$ cat src/rtl/counter_193_pkg.sv
// Shared op/state encodings and defaults for the
// counter_193 command sequencer.
package counter_193_pkg;

  localparam int PULSE_W_DEF = 1;

  typedef enum logic [1:0] {
    OP_CLEAR = 2'b00,
    OP_LOAD  = 2'b01,
    OP_UP    = 2'b10,
    OP_DOWN  = 2'b11
  } op_e;

  typedef enum logic [2:0] {
    S_IDLE,
    S_CLR,
    S_LOAD,
    S_LO,
    S_HI,
    S_DONE
  } state_e;

endpackage

$ cat src/rtl/phase_timer.sv
// Pulse-phase timer: load arms PULSE_W cycles,
// expire is high in the last cycle of the phase.
module phase_timer
  import counter_193_pkg::*;
#(
  parameter int PULSE_W = PULSE_W_DEF
) (
  input  logic clk,
  input  logic reset,
  input  logic load,
  output logic expire
);

  logic [3:0] cnt;

  // count down from PULSE_W-1 to zero, then rest
  always_ff @(posedge clk) begin
    if (reset) begin
      cnt <= 4'd0;
    end else if (load) begin
      cnt <= 4'(PULSE_W - 1);
    end else if (cnt != 4'd0) begin
      cnt <= cnt - 4'd1;
    end
  end

  assign expire = (cnt == 4'd0);

endmodule

$ cat src/rtl/counter_193_seq.sv
// Command sequencer driving an up/down counter:
// clear, load and timed up/down pulse trains.
module counter_193_seq
  import counter_193_pkg::*;
#(
  parameter int PULSE_W = PULSE_W_DEF
) (
  input  logic       clk,
  input  logic       reset,
  input  logic       cmd_valid,
  output logic       cmd_ready,
  input  logic [1:0] cmd_op,
  input  logic [3:0] cmd_arg,
  output logic       done,
  output logic       wrapped,
  output logic       clr,
  output logic       npl,
  output logic       cpu,
  output logic       cpd,
  output logic [3:0] p,
  input  logic [3:0] q,
  input  logic       ntcu,
  input  logic       ntcd
);

  state_e     state;
  op_e        op_r;
  logic [4:0] pulses;
  logic       tmr_load;
  logic       expire;
  logic       accept;

  // q is not needed for sequencing
  logic       unused_q;
  assign unused_q = ^q;

  assign cmd_ready = (state == S_IDLE);
  assign accept    = cmd_valid && cmd_ready;

  // arm the phase timer at the start of each phase
  always_comb begin
    tmr_load = 1'b0;
    case (state)
      S_IDLE:  tmr_load = accept;
      S_LO:    tmr_load = expire;
      S_HI:    tmr_load = expire && (pulses != 5'd1);
      default: tmr_load = 1'b0;
    endcase
  end

  phase_timer #(
    .PULSE_W(PULSE_W)
  ) u_timer (
    .clk   (clk),
    .reset (reset),
    .load  (tmr_load),
    .expire(expire)
  );

  // sequencer FSM with registered counter-side outputs
  always_ff @(posedge clk) begin
    if (reset) begin
      state   <= S_IDLE;
      op_r    <= OP_CLEAR;
      pulses  <= 5'd0;
      done    <= 1'b0;
      wrapped <= 1'b0;
      clr     <= 1'b0;
      npl     <= 1'b1;
      cpu     <= 1'b1;
      cpd     <= 1'b1;
      p       <= 4'd0;
    end else begin
      done <= 1'b0;
      unique case (state)
        S_IDLE: begin
          if (cmd_valid) begin
            op_r    <= op_e'(cmd_op);
            wrapped <= 1'b0;
            pulses  <= (cmd_arg == 4'd0) ? 5'd16
                                         : {1'b0, cmd_arg};
            unique case (op_e'(cmd_op))
              OP_CLEAR: begin
                clr   <= 1'b1;
                state <= S_CLR;
              end
              OP_LOAD: begin
                npl   <= 1'b0;
                p     <= cmd_arg;
                state <= S_LOAD;
              end
              OP_UP: begin
                cpu   <= 1'b0;
                state <= S_LO;
              end
              OP_DOWN: begin
                cpd   <= 1'b0;
                state <= S_LO;
              end
            endcase
          end
        end
        S_CLR: begin
          if (expire) begin
            clr   <= 1'b0;
            done  <= 1'b1;
            state <= S_DONE;
          end
        end
        S_LOAD: begin
          if (expire) begin
            npl   <= 1'b1;
            done  <= 1'b1;
            state <= S_DONE;
          end
        end
        S_LO: begin
          if ((op_r == OP_UP && !ntcu) ||
              (op_r == OP_DOWN && !ntcd))
            wrapped <= 1'b1;
          if (expire) begin
            cpu   <= 1'b1;
            cpd   <= 1'b1;
            state <= S_HI;
          end
        end
        S_HI: begin
          if (expire) begin
            if (pulses == 5'd1) begin
              done  <= 1'b1;
              state <= S_DONE;
            end else begin
              pulses <= pulses - 5'd1;
              state  <= S_LO;
              if (op_r == OP_UP) cpu <= 1'b0;
              else               cpd <= 1'b0;
            end
          end
        end
        S_DONE:  state <= S_IDLE;
        default: state <= S_IDLE;
      endcase
    end
  end

endmodule

$ cat config.mk
export PLATFORM = sky130hd
export DESIGN_NAME = counter_193_seq
export DESIGN_NICKNAME = d
export VERILOG_FILES = /design/src/rtl/counter_193_pkg.sv /design/src/rtl/phase_timer.sv /design/src/rtl/counter_193_seq.sv
export SDC_FILE = /design/constraint.sdc
export NUM_CORES = 1
export LEC_CHECK = 0
export ABC_AREA = 1
export CORE_ASPECT_RATIO = 0.7
export CORE_UTILIZATION = 55
export CTS_CLUSTER_SIZE = 24
export DETAILED_ROUTE_END_ITERATION = 6
export PLACE_DENSITY = 0.93
export SLEW_MARGIN = 20
export SYNTH_ARGS = -nofsm -noshare
export SYNTH_HDL_FRONTEND = slang
export SYNTH_SLANG_ARGS = --single-unit
$ cat constraint.sdc
create_clock -name clk -period 3.3 [get_ports clk]
set_input_delay 0.66 -clock clk [delete_from_list [all_inputs] [get_ports clk]]
set_output_delay 0.66 -clock clk [all_outputs]
set_load 0.03 [all_outputs]
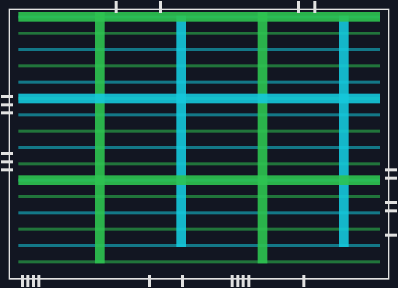
run_1/floorplan.png
Scale: 6 px per um. Pins as bars on the die edge.
Key: cyan = VDD; green = VSS
26 signal pins sit on the boundary. 4 straps on met4.

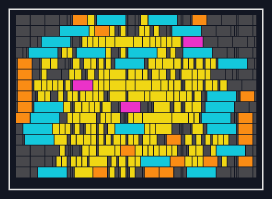
run_1/class_map.png
Scale: 4 px per um. Fill, decap, tap and diode cells in gray.
Key: orange = remaining buffers and delay cells [cells 21, share of their area 13%]; cyan = registers [cells 24, share of their area 29%]; magenta = clock-net drivers [cells 3, share of their area 2.5%]; yellow = remaining logic cells [cells 186, share of their area 56%]

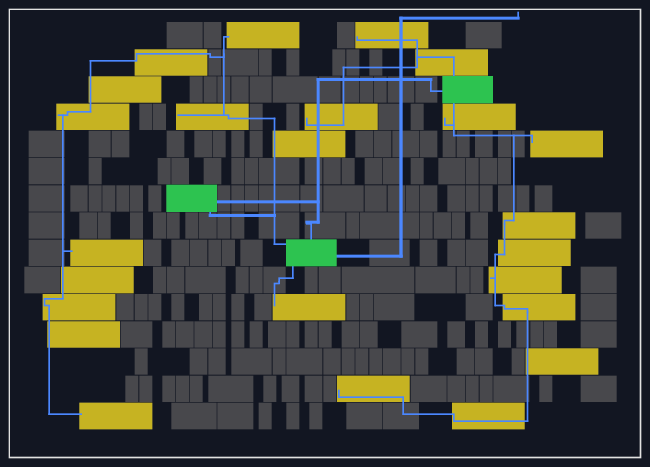
run_1/clock_wires.png
Scale: 10 px per um.
Key: blue = clock wires [length 312 um]; green = clock-net drivers [count 3]; yellow = flip-flops [count 24]
Position of the flops: spread over the die. There are 4 routed clock nets.
Worst Skew: 0.00234 ns
Clock Power Share: 11.4%
Clk power: 175 uW
Clk Latency, worst-skew pair: 0.27 ns

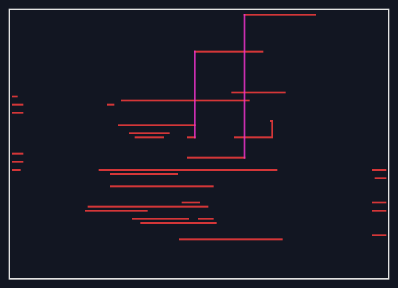
run_1/layers.png
Scale: 6 px per um. Only two layers are drawn.
Key: magenta = M4 [wire length 38.1 um]; red = M3 [wire length 247 um]

==> run 1: layout make-up <==
| cell class | count | area, um^2 | area share [%] |
|---|---|---|---|
| well taps | 34 | 42.5 | 2.49 |
| inverters | 24 | 90.1 | 5.28 |
| flip-flops and latches | 24 | 480 | 28.2 |
| multi-input cells | 162 | 842 | 49.3 |
| clock buffers | 3 | 41.3 | 2.42 |
| repair buffers | 21 | 210 | 12.3 |
==> run 1: path summary, 6_finish.rpt <==
| check | from | cells past startpoint | slack [ns] | to |
|---|---|---|---|---|
| max | state[1] | 4 | 0.92 | cmd_ready |
| min | cpu | 2 | 0.45 | cpu |
| min reg2reg | cpu | 2 | 0.45 | cpu |
| max reg2reg | u_timer.cnt[0] | 9 | 1.64 | pulses[0] |
==> results_dict.tcl, run 1 <==
# yosys + openroad results
set metrics [dict create \
    status "completed" \
    dpl_cell_area_um2 1670 \
    met1_usage_pct 34.4 \
    p_int_uw 782 \
    hold_class "reg -> reg" \
    netlist_area_um2 1430 \
    sequentialPowerShare_pct 29.3 \
    ys_area_um2 1430 \
    ys_top_cells_by_count "nand2_1, nor2_1, dfxtp_1" \
    final_core_util_pct 69.4 \
    worstPathArrival_ns 1.72 \
    flop_cell "dfxtp_1" \
    layout_top_cells "nand2_1, nor2_1, dfxtp_1" \
    end_kind "output pin" \
    syn2layout_area_growth_pct 19.2 \
    hold_slack_ns 0.450 \
    met2_usage_pct 38.1 \
    cts_setup_buffers 0 \
    core_um2 2460 \
    drtIter0Drc 78 \
    seq_area_frac_synth_pct 33.6 \
    top_regs "pulses x5, p x4, u_timer.cnt x4" \
    grt_pass1_vias 1132 \
    layout_setup_ws_ns 0.922 \
    synth-async-reset-ratio_pct 0 \
    area_leaders "dfxtp_1, nand2_1, nor2_1" \
    ant_nets 0 \
    setup_tns_ns 0 \
    vdd_ir_drop_max_v 0.000462 \
    yosysMostFrequentCell "nand2_1" \
    p_total_mw 1.54 \
    ys_sh_aoi_pct 13.5 \
    vias_per_cell 5.20 \
    hold_violations 0 \
    globalRoute.busiestLayer "met2" \
    routed_wl_mm 3.14 \
    cts_tree "yes" \
    simple_gate_share_pct 42.7 \
    n_antenna_cell 0 \
    syn_nets 231 \
    dp_slack_ns 1.18 \
    wl_met2_mm 1.34 \
    hpwl_mm 2.35 \
    post-route-min-period_ns 2.38 \
    start_kind "flip-flop" \
    drive_gt1_share_pct 12.0 \
    p_sw_share_pct 49.2 \
    dp.cells 265 \
    warnings 31 \
    yosysWarnings 0 \
    grt_max_degree 13 \
    period_used_pct 72.1 \
    largest_register_ff_count 5 \
    netlist_instances 213 \
    cts_sinks 24 \
    row_count 15 \
    final_area_um2 1710 \
    initCoreUtil_pct 58.2 \
    track_usage_pct 25.1 \
    crit_required_ns 2.64 \
    die-area_um2 2810 \
    top_layer_used "met4" \
    critical_path_class "reg -> out" \
    clk_pin_slew_worst_paths_ns 0.08 \
    ctsResizeCount 0 \
    ys_cells 213 \
    path_buffers 2 \
    p_comb_uw 913 \
    p_per_area_nw_per_um2 901 \
    top_area_cell "dfxtp_1" \
    filler_cell_count 204 \
    clock-root-buffer "clkbuf_8" \
    grt_use_met3_pct 5.41 \
    relSlewSlack_pct 72.0 \
    num_vias 1394 \
    layoutNonFillerInstCount 268 \
    p_switching_uw 756 \
    cts_buffers 3 \
    cp_max_fo 8 \
    layout.cells.most_common "nand2_1" \
    wl_met3_um 246 \
    p_comb_share_pct 59.4 \
    edf_count 0 \
    drv_slew 0 \
    power_leakage_nw 0.750 \
    fin_nets 254 \
    netlist_logic_family_top "simple AND/OR/NAND/NOR gates" \
    drt-met1-wl_mm 1.51 \
    synthDominantCellAreaShare_pct 33.6 \
    adder_share_pct 2.62 \
    drt-pass1-iter-count 4 \
    antenna_found_initial 0 \
    xor_share_pct 0 \
    cts_max_path_buffers 2 \
    remaining_drc_errors 0 \
    tightest_slew_ns 0.419 \
    worstPathCellList "inv_2, nand2_4, nor2_4, clkdlybuf4s50_1" \
    maxCapViolations 0 \
    setup_viol 0 \
    ioPinCount 26 \
    rsz0062_at_grt "false" \
    port_buffers 21 \
    place.gp.congestion 0.936 \
    pg_seq_uw 450 \
]
run_1/placed.png
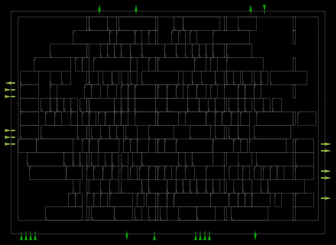

==> run 2: changes to the inputs <==
CORE_UTILIZATION = 52   (was 55)
PLACE_DENSITY = 0.89   (was 0.93)
clock period = 2.5 ns   (was 3.3 ns; I/O delays follow)
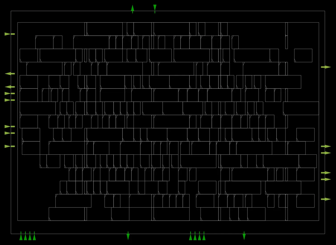
run_2/placed.png
Layout Utilization: 68.2%
Flops: 24
sequential cell area share: 27.8%
filler cell count: 224
FP Rows: 15

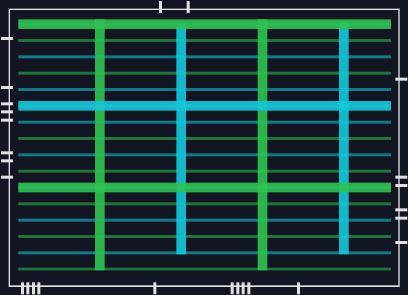
run_2/floorplan.png
Scale: 6 px per um. Pins as bars on the die edge.
Key: green = VSS; cyan = VDD
3 straps on met5. 16 met1 rails follow the rows. 4 straps on met4.

==> run 2 against run 1 <==
Clock skew grew 0.0059 ns. Via count up 2.6%. Cell count rose by 0.75%. Flip-flop count unchanged. Design area up 1.2%.
==> results_dict.tcl, run 2 <==
# yosys + openroad results
set metrics [dict create \
    hpwl_mm 2.49 \
    grt_max_degree 14 \
    hold_violations 0 \
    buffers 22 \
    tightest_slew_ns 0.414 \
    final-seq-area_um2 480 \
    power_leakage_nw 0.762 \
    wl_met2_mm 1.40 \
    bufAreaShareNonClock_pct 12.6 \
    seq_area_frac_synth_pct 33.6 \
    layoutNonFillerInstCount 270 \
    sequentialPowerShare_pct 28.9 \
    yosysWarnings 0 \
    ys_cells 213 \
    synthDominantCellAreaShare_pct 33.6 \
    drv_slew 0 \
    vdd_ir_drop_max_v 0.000510 \
    ctsResizeCount 0 \
    top_layer_used "met4" \
    ys_top_cells_by_count "nand2_1, nor2_1, dfxtp_1" \
    taps 34 \
    p_comb_mw 1.20 \
    maxCapViolations 0 \
    inv_count 24 \
    ys_area_um2 1430 \
    comb_share_pct 48.7 \
    grt_pass1_vias 1235 \
    p_clk_uw 265 \
    num_vias 1430 \
    relSlewSlack_pct 72.3 \
    syn_nets 231 \
    p_int_mw 1.06 \
    core_um2 2530 \
    place.gp.congestion 0.969 \
    grt_use_met3_pct 5.75 \
    flop_cell "dfxtp_1" \
    drt-met1-wl_mm 1.59 \
    n_antenna_cell 0 \
    final_area_um2 1730 \
    status "completed" \
    top_regs "pulses x5, p x4, u_timer.cnt x4" \
    insertion_delay_ns 0.27 \
    track_usage_pct 23.9 \
    worstPathArrival_ns 1.75 \
    clkCellAreaFrac_pct 3.19 \
    logic_area_um2 842 \
    routed_wl_mm 3.26 \
    end_kind "output pin" \
    clock_buffers 4 \
    ant_nets 0 \
    drtIter0Drc 92 \
    clock_skew_ns 0.00823 \
    port_buffers 21 \
    setup_viol 0 \
    post-route-min-period_ns 2.25 \
    met2_usage_pct 40.8 \
    period_used_pct 89.9 \
    globalRoute.busiestLayer "met2" \
    initCoreUtil_pct 56.5 \
    p_comb_share_pct 58.2 \
    yosysMostFrequentCell "nand2_1" \
    layout.cells.most_common "nand2_1" \
    cts_setup_buffers 0 \
    p_sw_share_pct 48.4 \
    top_area_cell "dfxtp_1" \
    cp_max_fo 8 \
    dominant_cells "multi-input combinational cells" \
    layout_top_cells "nand2_1, nor2_1, dfxtp_1" \
    p_switching_uw 997 \
    met1_usage_pct 31.5 \
    cts_max_path_buffers 2 \
]
[run 2: critical path, stage by stage, from the launching register on]
cell,delay (ns)
dfxtp_1,0.42
inv_2,0.12
nand2_4,0.08
nor2_4,0.16
clkdlybuf4s50_1,0.69
[run 2: kinds of logic (layout without fill, tap and decap cells)]
| family | Yosys count | in the layout | synth area share [%] |
|---|---|---|---|
| compound gates | 36 | 36 | 13.5 |
| fa+ha+maj | 3 | 3 | 2.62 |
| buf+inv | 27 | 50 | 7.61 |
| flops | 24 | 24 | 33.6 |
| simple gates | 123 | 123 | 42.7 |
[run 2: worst paths after layout]
check	to	from	slack [ns]	cells after the start
min	cpd	cpd	0.45	2
min reg2reg	cpd	cpd	0.45	2
max reg2reg	pulses[1]	u_timer.cnt[0]	0.82	9
max	cmd_ready	state[1]	0.25	4
No activity file was given, so power comes from the tool's default toggle rates.
